### Routed clock nets over the placement, run 1

Bar = 20 µm.
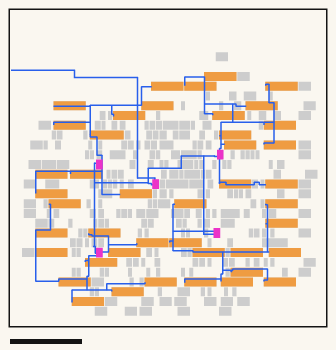
### The clock network, run 1

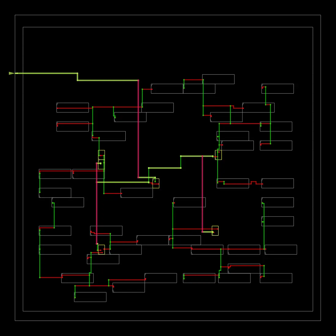
### Register map, names as in the netlist, run 1

Bar = 20 µm. Other sequential cells in the stronger gray, the rest of the logic in the fainter gray.
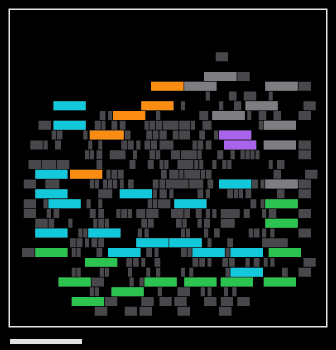
==> config.mk <==
export PLATFORM = sky130hd
export DESIGN_NAME = sign_reducer
export DESIGN_NICKNAME = d
export VERILOG_FILES = /design/src/rtl/sign_reducer_pkg.sv /design/src/rtl/sign_reducer.sv
export SDC_FILE = /design/constraint.sdc
export NUM_CORES = 1
export LEC_CHECK = 0
export ABC_AREA = 1
export CORE_MARGIN = 2
export CORE_UTILIZATION = 30
export CTS_BUF_LIST = sky130_fd_sc_hd__clkbuf_2
export DETAILED_ROUTE_END_ITERATION = 12
export GPL_TIMING_DRIVEN = 0
export SYNTH_ARGS = -nofsm -noshare
export SYNTH_HDL_FRONTEND = slang
export SYNTH_SLANG_ARGS = --single-unit
==> constraint.sdc <==
create_clock -name clk -period 2.25 [get_ports clk]
set_input_delay 0.225 -clock clk [delete_from_list [all_inputs] [get_ports clk]]
set_output_delay 0.225 -clock clk [all_outputs]
set_load 0.03 [all_outputs]
==> impl_metrics.env, run 1 <==
# physical design summary
export IMPL_multi_input_comb_cells=172
export IMPL_worst_path_largest_cell_delay_ns=0.53
export IMPL_m1WireLength_mm=2.33
export IMPL_synth_edff_count=0
export IMPL_path_cells="inv_2, ha_1, nand2_1, or3_1, nand2_1, nand3b_1, buf_4, nand2_1"
export IMPL_p_leak_nw=1.32
export IMPL_logic_area_um2=877
export IMPL_globalRouteOverflowTotal=0
export IMPL_crit_required_ns=2.56
export IMPL_grt_busiest_layer="met2"
export IMPL_dieWidth_um=87.8
export IMPL_status="complete, no violations"
export IMPL_mostFrequentLayoutCells="nand2_1 (62), dfrtp_1 (42), nand3_1 (41)"
export IMPL_combPwrFrac=0.611
export IMPL_syn_area_mm2=0.00211
export IMPL_yosys_area_share_adder=0.0297
export IMPL_ff_type="dfrtp_1"
export IMPL_crit_top_cell="nand2_1"
export IMPL_postSynthSeqShare=0.511
export IMPL_pwr_share_seq=0.317
Back to the opening pictures, 'Routed clock nets over the placement':
- flip-flops: orange (count 43)
- clock-net drivers: magenta (count 5)
- clock wires: blue (length 594 µm)
- routed clock nets: 6
Late-Pin Clk Latency: 0.41 ns
Clock Skew: 0.00719 ns
clock group share of total power: 0.072

Back to the opening pictures, 'The clock network':
flip-flops: 43
CLK BUF: 6
Num CTS Buffers: 5
Clk power: 315 µW
clock sink count: 43

Back to the opening pictures, 'Register map, names as in the netlist':
- state: purple (placed flops 2)
- idx: orange (placed flops 5)
- imm_out: green (placed flops 12)
- din_r: cyan (placed flops 16)
- not colored: 8
seq pwr: 1.39 mW
flop share of the area: 0.403

## run 1: metrics by stage
step,total power [mW],utilization
2_1_floorplan,3.26,-
3_3_place_gp,4.03,0.384
3_5_place_dp,4.09,0.386
4_1_cts,4.40,0.392
5_1_grt,4.77,0.393
6_report,4.38,0.393
## run 1: worst register-to-register path: stages (launching register included)
cell and delay, ns:
dfrtp_2 0.53, inv_2 0.19, ha_1 0.21, nand2_1 0.07, or3_1 0.39, nand2_1 0.10
nand3b_1 0.25, buf_4 0.17, nand2_1 0.04
==> run 1 -> run 2 <==
Settings changed: CORE_ASPECT_RATIO set to 2, CORE_MARGIN 2 to 10.
### A small window of the routed layout, run 2

Window x 44 to 74, y 20 to 50 µm. Cells in gray, sequential cells in the stronger gray; small squares are vias.
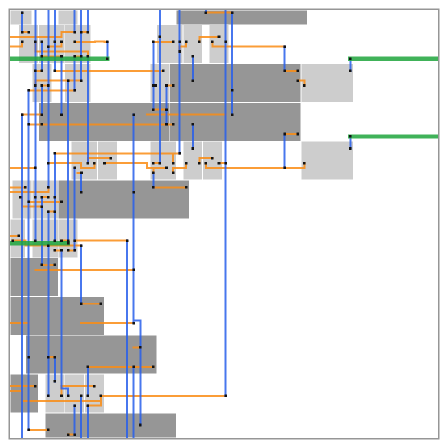
- M1: orange
- M2: blue
- M3: green
- most frequent: nand2_1 (8), dfrtp_1 (7)
- cells with their middle in the window: 31
- sequential cells in the window: 7

### Routed clock nets over the placement, run 2

Bar = 20 µm.
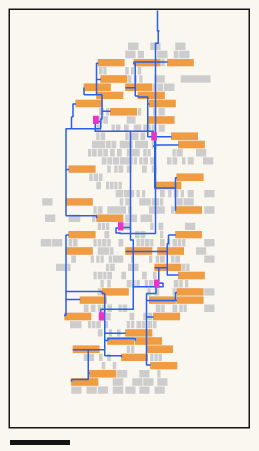
- clock wires: blue (length 606 µm)
- flip-flops: orange (count 43)
- clock-net drivers: magenta (count 5)
- routed clock nets: 6
Clk power: 335 µW
clock group share of total power: 0.076
Clock Skew: 0.0139 ns
Late-Pin Clk Latency: 0.43 ns

### Sizing map, run 2

Bar = 20 µm.
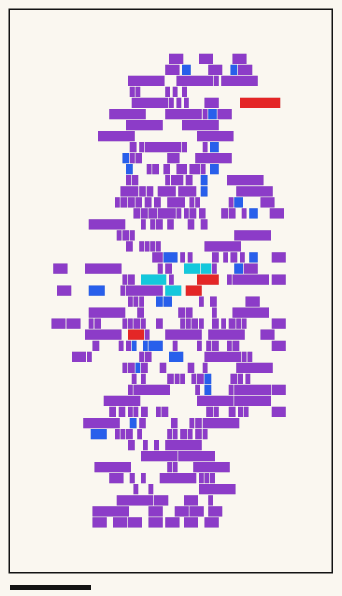
- x1 and smaller: purple (cells 262; share 89%)
- x6 and larger: red (cells 4; share 1.4%)
- x2: blue (cells 26; share 8.8%)
- x3 and x4: cyan (cells 4; share 1.4%)
area delta synth->final: 27.0%
final instance area: 0.00268 mm²
Non-CTS buffers: 51

==> impl_metrics.env, run 2 <==
# physical design summary
export IMPL_postSynthSeqShare=0.511
export IMPL_ff_type="dfrtp_1"
export IMPL_synth_most_common_cell="nand2_1"
export IMPL_ff_count=43
export IMPL_use_met2=0.186
export IMPL_final_util=0.388
export IMPL_hold_slack_ns=0.281
export IMPL_grt_busiest_layer="met2"
export IMPL_globalplace_congestion=0.872
export IMPL_synth_edff_count=0
export IMPL_layout_area_top_class="registers"
export IMPL_inv_count=22
export IMPL_globalRouteOverflowTotal=0
export IMPL_status="complete, no violations"
export IMPL_yosys_area_share_adder=0.0297
export IMPL_dieWidth_um=79.3
export IMPL_routed_via_count=1765
export IMPL_setup_viol=0
export IMPL_crit_arrival_ns=2.43
export IMPL_syn_area_mm2=0.00211
export IMPL_drc=0
export IMPL_cts_sinks=43
export IMPL_cts_buffers=5
export IMPL_mux_area_frac=0.0107
export IMPL_hold_class="in -> async"
export IMPL_antenna_found_initial=1
export IMPL_port_buffers=38
export IMPL_path_cells="inv_2, ha_1, nand2_1, or3_1, nand2_1, nand3b_1, nand3_1, nand2_1"
export IMPL_fp_dieH_um=139
export IMPL_fp_nets=272
export IMPL_largest_reg_flops=16
export IMPL_antennaDiodeCount=1
export IMPL_p_leak_nw=1.33
export IMPL_grt_max_degree=23
export IMPL_seq_share=0.402
export IMPL_worst_path_largest_cell_delay_ns=0.54
export IMPL_vias_per_cell=4.56
export IMPL_multi_input_comb_cells=172
export IMPL_mostFrequentLayoutCells="nand2_1 (62), dfrtp_1 (43), nand3_1 (41)"
export IMPL_totalPowerFinal_mw=4.38
export IMPL_crit_top_cell="nand2_1"
export IMPL_logic_area_um2=877
export IMPL_row_count=43
[run 2: cell counts after synthesis]
No cell type changed its count.
[run 2: report_power, final]
part           total, mW  internal (mW)  leakage (nW)  switching (mW)
Clock              0.335         0.0846        0.0330           0.250
Sequential          1.39           1.15         0.507           0.243
Combinational       2.65           1.01         0.790            1.65
Total               4.38           2.24          1.33            2.14
[run 2: per-layer routing]
| layer | vias up | wire length (µm) | share of wire |
|---|---|---|---|
| met5 | - | 0 | 0 |
| met4 | 0 | 210 | 0.040 |
| met3 | 10 | 187 | 0.035 |
| met2 | 29 | 3020 | 0.57 |
| met1 | 836 | 1900 | 0.36 |
| li1 | 890 | - | - |
[run 2: repair_timing]
action / CTS / global route
setup endpoints to repair: 0 / 0
endpoints found under the hold margin: 21 / 0
setup buffers: 0 / 0
hold buffers: 1 / 0
No activity file was given, so power comes from the tool's default toggle rates.
